<file path="config.mk">
export PLATFORM = sky130hd
export DESIGN_NAME = cv4_sequencer
export DESIGN_NICKNAME = d
export VERILOG_FILES = /design/src/rtl/cv4_pkg.sv /design/src/rtl/cv4_seq_counter.sv /design/src/rtl/cv4_sequencer.sv
export SDC_FILE = /design/constraint.sdc
export NUM_CORES = 1
export LEC_CHECK = 0
export ABC_CLOCK_PERIOD_IN_PS = 1800
export CAP_MARGIN = 0
export CORE_MARGIN = 2
export CORE_UTILIZATION = 43
export CTS_CLUSTER_DIAMETER = 200
export DETAILED_ROUTE_END_ITERATION = 12
export PLACE_DENSITY = 0.7
export RECOVER_POWER = 50
export SETUP_SLACK_MARGIN = 0.1
export SLEW_MARGIN = 40
export SYNTH_ARGS = -nofsm -noshare
export SYNTH_HDL_FRONTEND = slang
export SYNTH_HIERARCHICAL = 1
export SYNTH_SLANG_ARGS = --single-unit
</file>
<file path="constraint.sdc">
create_clock -name clk -period 1.8 [get_ports clk]
set_input_delay 0.45 -clock clk [delete_from_list [all_inputs] [get_ports clk]]
set_output_delay 0.45 -clock clk [all_outputs]
set_load 0.005 [all_outputs]
</file>
<file path="src/rtl/cv4_pkg.sv">
// Shared types and helpers for the CV4 frame sequencer.
// Holds the FSM state encoding and the per-frame output-count helper.
package cv4_pkg;

   typedef enum logic [2:0] {
      ST_IDLE,
      ST_KLOAD,
      ST_KFLUSH,
      ST_STREAM,
      ST_DRAIN,
      ST_DONE
   } cv4_state_e;

   // Valid (non-padded) convolution outputs produced per streamed frame.
   function automatic int n_out(input int img_cols, input int kernel_size);
      return img_cols - kernel_size + 1;
   endfunction

endpackage

</file>
<file path="src/rtl/cv4_seq_counter.sv">
// Up-counter with synchronous clear (priority over enable) and a flag
// that is high while the count equals the compile-time terminal value.
module cv4_seq_counter #(
   parameter int WIDTH = 4,
   parameter int TERM  = 0
) (
   input  logic             clk,
   input  logic             rst,
   input  logic             clr_i,
   input  logic             en_i,
   output logic [WIDTH-1:0] cnt_o,
   output logic             term_o
);

   localparam logic [WIDTH-1:0] TERM_V = WIDTH'(TERM);

   logic [WIDTH-1:0] cnt_q;
   logic [WIDTH-1:0] cnt_d;

   always_comb begin
      cnt_d = cnt_q;
      if (clr_i) begin
         cnt_d = '0;
      end else if (en_i) begin
         cnt_d = cnt_q + 1'b1;
      end
   end

   always_ff @(posedge clk or posedge rst) begin
      if (rst) begin
         cnt_q <= '0;
      end else begin
         cnt_q <= cnt_d;
      end
   end

   assign cnt_o  = cnt_q;
   assign term_o = (cnt_q == TERM_V);

endmodule

</file>
<file path="src/rtl/cv4_sequencer.sv">
// Frame sequencer for the CV4 column filter: loads the kernel, streams image
// columns, counts filter outputs. Define CV4_SEQ_TIMEOUT_EN for a drain watchdog.
module cv4_sequencer import cv4_pkg::*; #(
   parameter int KERNEL_SIZE    = 4,
   parameter int IMG_COLS       = 12,
   parameter int TIMEOUT_CYCLES = 64
) (
   input  logic                          clk,
   input  logic                          rst,
   input  logic                          start,
   output logic                          kern_rd_en,
   output logic [$clog2(KERNEL_SIZE)-1:0] kern_addr,
   input  logic                          col_valid,
   output logic                          col_ready,
   output logic                          flt_clr,
   output logic                          flt_kernel_load,
   output logic                          flt_valid_in,
   input  logic                          flt_valid_out,
   output logic [$clog2(IMG_COLS)-1:0]   out_col_idx,
   output logic                          busy,
   output logic                          done,
   output logic                          err
);

   localparam int KW   = $clog2(KERNEL_SIZE);
   localparam int CW   = $clog2(IMG_COLS + 1);
   localparam int IW   = $clog2(IMG_COLS);
   localparam int NOUT = n_out(IMG_COLS, KERNEL_SIZE);

   cv4_state_e state_q;
   logic       flt_clr_q;
   logic       kload_q;

   logic          frame_go;
   logic          xfer;
   logic          out_en;
   logic [KW-1:0] k_cnt;
   logic          k_last;
   logic [CW-1:0] col_cnt;
   logic          col_last;
   logic [CW-1:0] out_cnt;
   logic          out_all;

   assign frame_go = (state_q == ST_IDLE) && start;
   assign xfer     = col_valid && col_ready;
   assign out_en   = flt_valid_out && ((state_q == ST_STREAM) || (state_q == ST_DRAIN));

   cv4_seq_counter #(.WIDTH(KW), .TERM(KERNEL_SIZE - 1)) u_kern_cnt (
      .clk(clk), .rst(rst), .clr_i(frame_go), .en_i(state_q == ST_KLOAD),
      .cnt_o(k_cnt), .term_o(k_last)
   );

   cv4_seq_counter #(.WIDTH(CW), .TERM(IMG_COLS - 1)) u_col_cnt (
      .clk(clk), .rst(rst), .clr_i(frame_go), .en_i(xfer),
      .cnt_o(col_cnt), .term_o(col_last)
   );

   cv4_seq_counter #(.WIDTH(CW), .TERM(NOUT)) u_out_cnt (
      .clk(clk), .rst(rst), .clr_i(frame_go), .en_i(out_en),
      .cnt_o(out_cnt), .term_o(out_all)
   );

`ifdef CV4_SEQ_TIMEOUT_EN
   localparam int TW = $clog2(TIMEOUT_CYCLES + 1);

   logic          err_q;
   logic          wd_expired;
   logic [TW-1:0] wd_cnt_unused;

   // Restarts on every filter output so only a stalled drain trips it.
   cv4_seq_counter #(.WIDTH(TW), .TERM(TIMEOUT_CYCLES)) u_wd_cnt (
      .clk(clk), .rst(rst), .clr_i((state_q != ST_DRAIN) || flt_valid_out), .en_i(1'b1),
      .cnt_o(wd_cnt_unused), .term_o(wd_expired)
   );

   assign err = err_q;
`else
   localparam int TIMEOUT_CYCLES_UNUSED = TIMEOUT_CYCLES;

   assign err = 1'b0;
`endif

   always_ff @(posedge clk or posedge rst) begin
      if (rst) begin
         state_q   <= ST_IDLE;
         flt_clr_q <= 1'b0;
         kload_q   <= 1'b0;
`ifdef CV4_SEQ_TIMEOUT_EN
         err_q     <= 1'b0;
`endif
      end else begin
         flt_clr_q <= frame_go;
         // ROM data lags the read strobe by one cycle, so the load follows it.
         kload_q   <= kern_rd_en;
`ifdef CV4_SEQ_TIMEOUT_EN
         err_q     <= 1'b0;
`endif
         case (state_q)
            ST_IDLE:   if (start) state_q <= ST_KLOAD;
            ST_KLOAD:  if (k_last) state_q <= ST_KFLUSH;
            ST_KFLUSH: state_q <= ST_STREAM;
            ST_STREAM: if (xfer && col_last) state_q <= ST_DRAIN;
            ST_DRAIN: begin
               if (out_all) begin
                  state_q <= ST_DONE;
`ifdef CV4_SEQ_TIMEOUT_EN
               end else if (wd_expired) begin
                  state_q <= ST_IDLE;
                  err_q   <= 1'b1;
`endif
               end
            end
            ST_DONE:   state_q <= ST_IDLE;
            default:   state_q <= ST_IDLE;
         endcase
      end
   end

   assign kern_rd_en      = (state_q == ST_KLOAD);
   assign kern_addr       = k_cnt;
   assign col_ready       = (state_q == ST_STREAM) && (col_cnt < CW'(IMG_COLS));
   assign flt_valid_in    = xfer;
   assign flt_clr         = flt_clr_q;
   assign flt_kernel_load = kload_q;
   assign out_col_idx     = out_cnt[IW-1:0];
   assign busy            = (state_q != ST_IDLE);
   assign done            = (state_q == ST_DONE);

endmodule

</file>
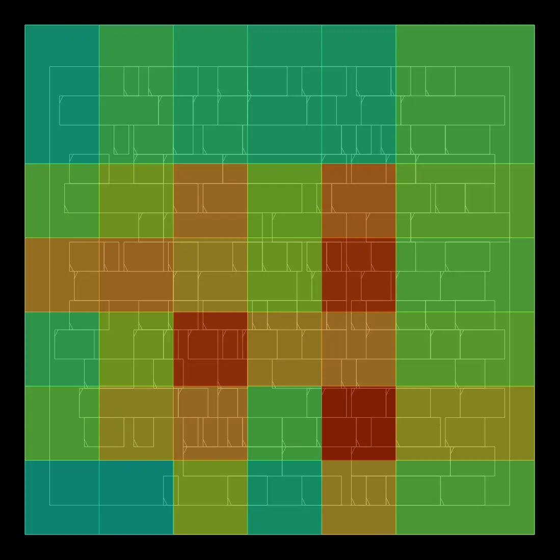
(images/congestion.png)
GR peak layer: met2
M3 GR Usage: 0.0269

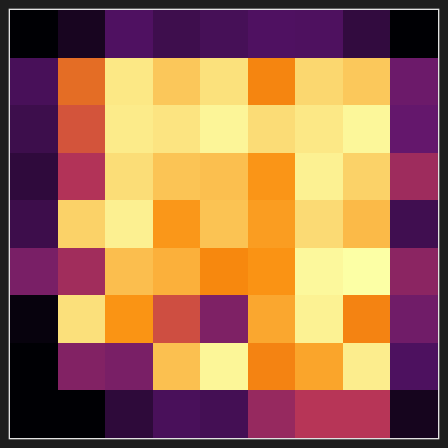
(images/cell_density.png)
9 x 9 tiles, from black (low) to pale yellow (high), 0 to 100% covered.
nearly empty tiles: 6.2%
tiles over 75% full: 46%
densest ninth of the die: center
mean over tiles: 57%
Final Util: 0.750
core area: 1750 µm²

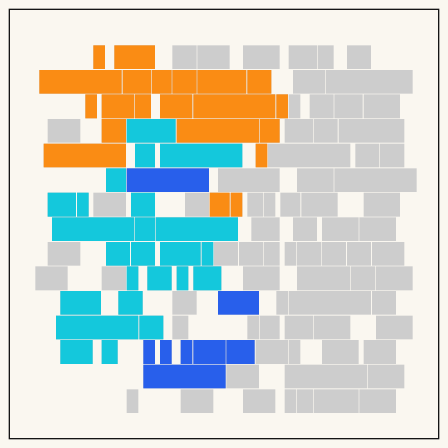
(images/by_instance.png)
Other cells in gray.
legend:
  blue:
    instance: u_kern_cnt
    cells: 8
    where: bottom center
  cyan:
    instance: u_out_cnt
    cells: 24
  orange:
    instance: u_col_cnt
    cells: 21
Final Non-Filler Cells: 150
die area: 2250 µm²

==> out/results.txt <==
Ys flops -> 15
Top cell type's share of synthesized area -> 0.464
Dominant flop cell -> dfrtp_1
Die height -> 47.4 µm
Vias per cell -> 4.91
Setup ws final -> 0.0193 ns
Setup Skew -> 0.00157 ns
Post-synth EDFFs -> 0
Seq. pwr -> 629 µW
Post-Synthesis Cells -> 80
Drt pass-1 iters -> 4
CP cell instances -> buf_6 > buf_6 > nor2b_4 > and2_4 > buf_6
OpenROAD warning count -> 29
Met2 WL post-DR -> 1170 µm
GR Util met2 -> 0.362
Initial Util -> 0.464
Reg-to-reg setup timing slack -> 0.09 ns
Arr. time, crit path -> 1.33 ns
Vias -> 737
Synth Net Count -> 89
TritonCTS clock tree -> done
WL met3 -> 52 µm
Met1 wire length -> 944 µm
Power Dens Cells -> 1710 nW/µm²
Slew Limit Fails -> 0
GR Util All Layers -> 0.220
Maximum VDD drop -> 844 µV
Synth area leader -> dfrtp_1
Clock Tree Buf Depth -> 2
Cell family with most CP delay -> flip-flops
Antenna-violating nets left -> 0
Gr ovfl total -> 0
CTS Buf Count -> 3
Min Clock Period, post-route -> 1.78 ns
Area delta synth->final -> 61.7%
CP max stage cell -> dfrtp_1
Ys cells -> 80
RR Endpoint -> u_col_cnt/cnt_o[3]
Crit path depth -> 5
# hold bufs at CTS -> 0
Top Layer Used -> met4
Setup crit start -> state_q[1]
Buffers added on ports -> 17
Share of layout cells above drive strength 1 -> 0.408
Setup crit end kind -> primary output
Largest net degree at the start of global routing -> 10
Int Power -> 1410 µW
Nets@finish -> 135
Power share of the clock group -> 0.087
Crit-path max FO -> 3
Worst EP required -> 1.35 ns
Status -> complete, no violations
Startpoint types -> flip-flop
Reg2reg start -> state_q[0]
P_clk -> 194 µW
Drt total wl -> 2180 µm
CTS Sinks -> 15
Largest power group -> combinational logic
Logic pwr share -> 0.632
Top-level I/O count -> 19
Clk slew on worst S/H paths -> 0.09 ns
Final GP Congestion -> 0.857
Placed cells -> 132
Comb pwr -> 1410 µW
Setup repair after global routing missed its margin -> true
Global-route wire length before repair -> 3370 µm
Leakage -> 0.000638 µW
Hold/Removal Path Class -> input pin to asynchronous set/reset pin
Synth top area cells -> dfrtp_1 (46%), ha_1 (6.2%), nor2_1 (5.6%), mux2_4 (3.7%), inv_1 (3.2%)
Critical path endpoint -> done
Cts repair resizes -> 34
Tally of yosys warning messages -> 6
Final setup vio count -> 0
Top cells by count, synth -> dfrtp_1 (15), nor2_1 (12), inv_1 (7), ha_1 (4), nor2b_1 (4)
Sequential Power Share -> 0.281
Setup bufs post-CTS -> 13
Yosys stat chip area -> 810 µm²
HPWL after DPL -> 1390 µm
Critical path buffers and inverters -> 3
Distinct cell type count after synthesis -> 28
Fmax -> 562 MHz
Switching share of power -> 0.370
Setup TNS -> 0 ns
-- flip-flops by register name (all words and copies together) (netlist names) --
signal            flops
flt_kernel_load       1
state_q               3
u_col_cnt/cnt_o       4
u_kern_cnt/cnt_o      2
flt_clr               1
u_out_cnt/cnt_o       4
-- through the flow --
stage	util	total power [µW]	hold WS, ns	cell area, µm²
CTS	0.719	2130	0.416	1250
global placement	0.624	1650	0.541	1090
floorplan	-	1180	0.191	812
finish	0.750	2230	0.547	1310
global route	0.750	2400	0.542	1310
detailed placement	0.624	1690	0.553	1090
-- cells by family (layout without fill, tap and decap cells) --
family	count (synthesis)	count (layout)	share of synthesized area
simple gates	31	31	0.199
flops	15	15	0.464
other cells	1	1	0.00463
mux	4	4	0.0618
fa+ha+maj	4	4	0.0618
compound gates	13	13	0.125
xor+xnor	3	3	0.0325
buf+inv	9	54	0.0510
-- cells in the final DEF, fill, tap and decap left out, types with 2 or more instances in the layout --
cell type / synthesis / routed
nand4_1: 2 / 2
nand2_4: 0 / 2
nor2_2: 0 / 2
clkdlybuf4s50_1: 0 / 9
inv_1: 7 / 7
nand3b_1: 3 / 3
mux2i_1: 2 / 2
clkdlybuf4s25_1: 0 / 2
clkbuf_4: 0 / 3
mux2_4: 2 / 2
a21oi_1: 3 / 3
a21bo_2: 2 / 2
xnor2_1: 3 / 3
and2_4: 0 / 2
nor2_1: 12 / 9
dfrtp_1: 15 / 14
nand2_1: 3 / 2
ha_1: 4 / 4
buf_2: 0 / 2
buf_4: 2 / 18
nor2b_1: 4 / 3
buf_6: 0 / 10
-- final cells by class --
type / count / area, µm²
clock inverters: 1 / 5.00
clock buffers: 3 / 22.5
multi-input cells: 56 / 465
repair buffers: 43 / 382
flip-flops and latches: 15 / 377
inverters: 7 / 26.3
well taps: 25 / 31.3
fillers: 135 / 437
Power figures rest on the tool's default switching activity, not on a simulated workload.
